Design mem_arb, sky130hd; sources not shown.
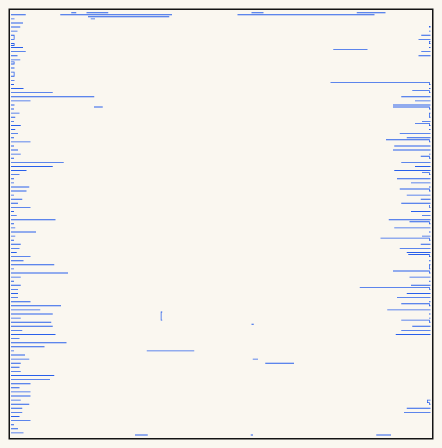
(run_1/layer_met3.png)
share of all routed wire: 8.3%
nets with wire on the layer: 175
final wirelength: 14,000 um
met3 Resource Use GR: 2.99%
via count: 3,530

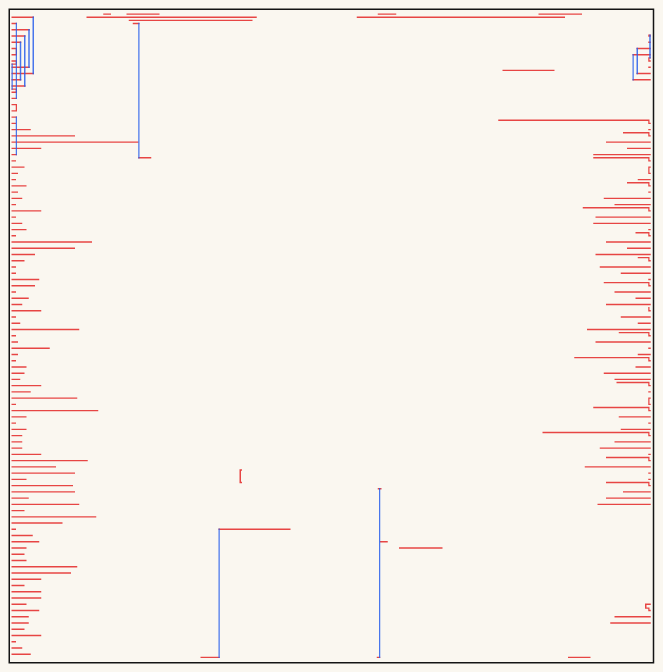
(run_1/wires.png)
Only two layers are drawn.
legend:
  metal 3:
    colour: red
    wire_length: 1,160 um
  metal 4:
    colour: blue
    wire_length: 179 um
wire per inst: 17.7 um
Total Routing Usage GR: 12.7%

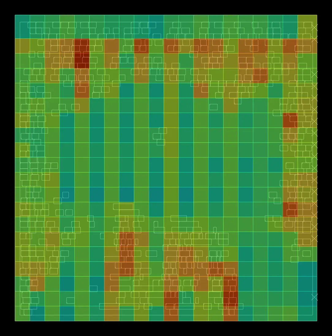
(run_1/congestion.png)
GRT busiest layer: met2
Final Core Density: 30.0%

==> results_slide.txt, run 1 <==
Physical Implementation Snapshot

Die
  • Row Count: around 50
  • Core Density at Floorplan: between 10% and 20%
  • N_taps: 234
  • Core area: ~18,000 um^2
  • Die height: 142 um

Synthesis
  • Comb area leader: AND-OR/OR-AND gates
  • Unique masters post-synth: between 50 and 60
  • Dominant flop cell: dfrtp_1
  • Area leader share: between 20% and 30%
  • Cells after synthesis: 322
  • FFs w/ async S/R, synth: 100%
  • Chip area in the Yosys report: 2910 um^2
  • Post-synth design cell area: 2910 um^2
  • Adder Share, Synth: around 2.2%
  • Complex Gates by Area: a little under a third

Route
  • Met1 wire length: ~5500 um
  • Pre-antenna DRT Iters: 10
  • Drt drc: 18
  • Antenna Nets Post-Route: 0

STA
  • Period utilization: 78.6%
  • Clock skew: just over 0.001 ns

Layout
  • Most instantiated logic cells after routing: clkdlybuf4s50_1, buf_4, mux2i_1
  • Count of non-CTS buffers in the layout: a little under 300
  • Register area: 325 um^2
  • Combinational share of cell area: between 30% and 40%
  • Final std cells w/o fill: slightly below 800
  • Multi-Input Combinational: about 240
  • Ratio of cells with drive above 1 in the final layout: 17.1%
  • Filler cell count in the final layout: slightly below 2k
  • Non-clock buffering overhead: around 50%
  • Logic area: 2050 um^2
  • Seq area share: under 10%

GRT
  • M2 GR Usage: 23.6%
  • First-pass GRT wire length: 20,100 um
  • Met1 Usage GRT: between 10% and 20%

Worst hold path
  • Path category of the worst min-delay check: flip-flop to flip-flop

Status
  • Violated checks: DRC
  • Outcome: finished with violations

Setup path
  • Family with the most delay on the worst path: buffers and inverters
  • R2r setup slk: around 3.9 ns
  • Critical path class: primary input to primary output
  • Arrival time at the worst endpoint: 4.58 ns

CTS
  • CTS tree: yes
  • Inserted Clock Buffers: 3
  • Hold-fix buffers, CTS: 0

Placement
  • Setup WS pre-CTS: 1.54 ns
==> run 2, diff against run 1 <==
--- a/config.mk
+++ b/config.mk
@@ -6,10 +6,10 @@
 export NUM_CORES = 1
 export LEC_CHECK = 0
 export CAP_MARGIN = 10
-export CORE_AREA = 2 2 138 140
+export CORE_AREA = 2 2 139 141
 export CTS_BUF_LIST = sky130_fd_sc_hd__clkbuf_2 sky130_fd_sc_hd__clkbuf_4 sky130_fd_sc_hd__clkbuf_8
 export DETAILED_ROUTE_END_ITERATION = 12
-export DIE_AREA = 0 0 140 142
+export DIE_AREA = 0 0 141 143
 export GPL_ROUTABILITY_DRIVEN = 1
 export PLACE_DENSITY_LB_ADDON = 0.25
 export SYNTH_ARGS = -nofsm -noshare
==> constraint.sdc (replaced) <==
create_clock -name clk -period 5.5 [get_ports clk]
set_input_delay 0.825 -clock clk [delete_from_list [all_inputs] [get_ports clk]]
set_output_delay 0.825 -clock clk [all_outputs]
set_load 0.1 [all_outputs]
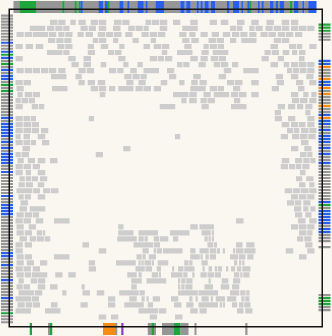
(run_2/io_placement.png)
Pins as bars across the die edge, other pins in grey.
legend:
  `width_i`:
    colour: orange
    pins: 12
    direction: input
    edge: 6 bottom, 6 right
  `wdata_i`:
    colour: blue
    pins: 96
    direction: input
    edge: 45 top, 29 left, 22 right
  `rdata_o`:
    colour: green
    pins: 32
    direction: output
    edge: 14 top, 7 right, 6 bottom, 5 left
  `hold_err_o`:
    colour: purple
    pins: 1
    direction: output
    edge: bottom
Buffers on Ports: 291
die width: 141 um
die height: 143 um

==> results_slide.txt, run 2 <==
Physical Implementation Snapshot

Layout
  • Combinational share of cell area: 34.8% (-2.2 points)
  • Ratio of cells with drive above 1 in the final layout: 18.1% (+0.97 points)
  • Final Core Density: 31.7% (+1.7 points)
  • Multi-Input Combinational: 237 (unchanged)
  • Non-clock buffering overhead: 53.1% (+2.8 points)

GRT
  • Met1 Usage GRT: 14.4% (-0.60 points)
  • M2 GR Usage: 23.0% (-0.67 points)
  • First-pass GRT wire length: 19,800 um (-1.6%)

Die
  • N_taps: 234 (unchanged)

Synthesis
  • Chip area in the Yosys report: 2910 um^2 (unchanged)
  • Dominant flop cell: dfrtp_1
  • Area leader share: 24.8% (unchanged)

Worst hold path
  • Path category of the worst min-delay check: flip-flop to flip-flop

Setup path
  • R2r setup slk: 2.12 ns (-1.78 ns)
  • Family with the most delay on the worst path: AND-OR/OR-AND gates

Status
  • Outcome: completed

Route
  • Drt drc: 0 (-18)
  • Met1 wire length: 5390 um (-1.2%)
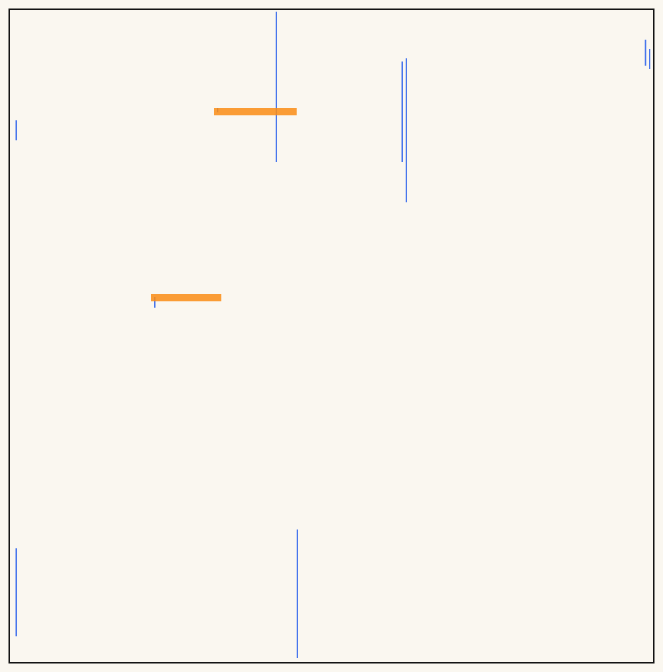
(run_2/wires.png)
Only two layers are drawn.
legend:
  metal 4:
    colour: blue
    wire_length: 149 um
  metal 5:
    colour: orange
    wire_length: 30.4 um
Total Routing Usage GR: 12.4%
final wirelength: 13,800 um
via count: 3,503
wire per inst: 17.3 um

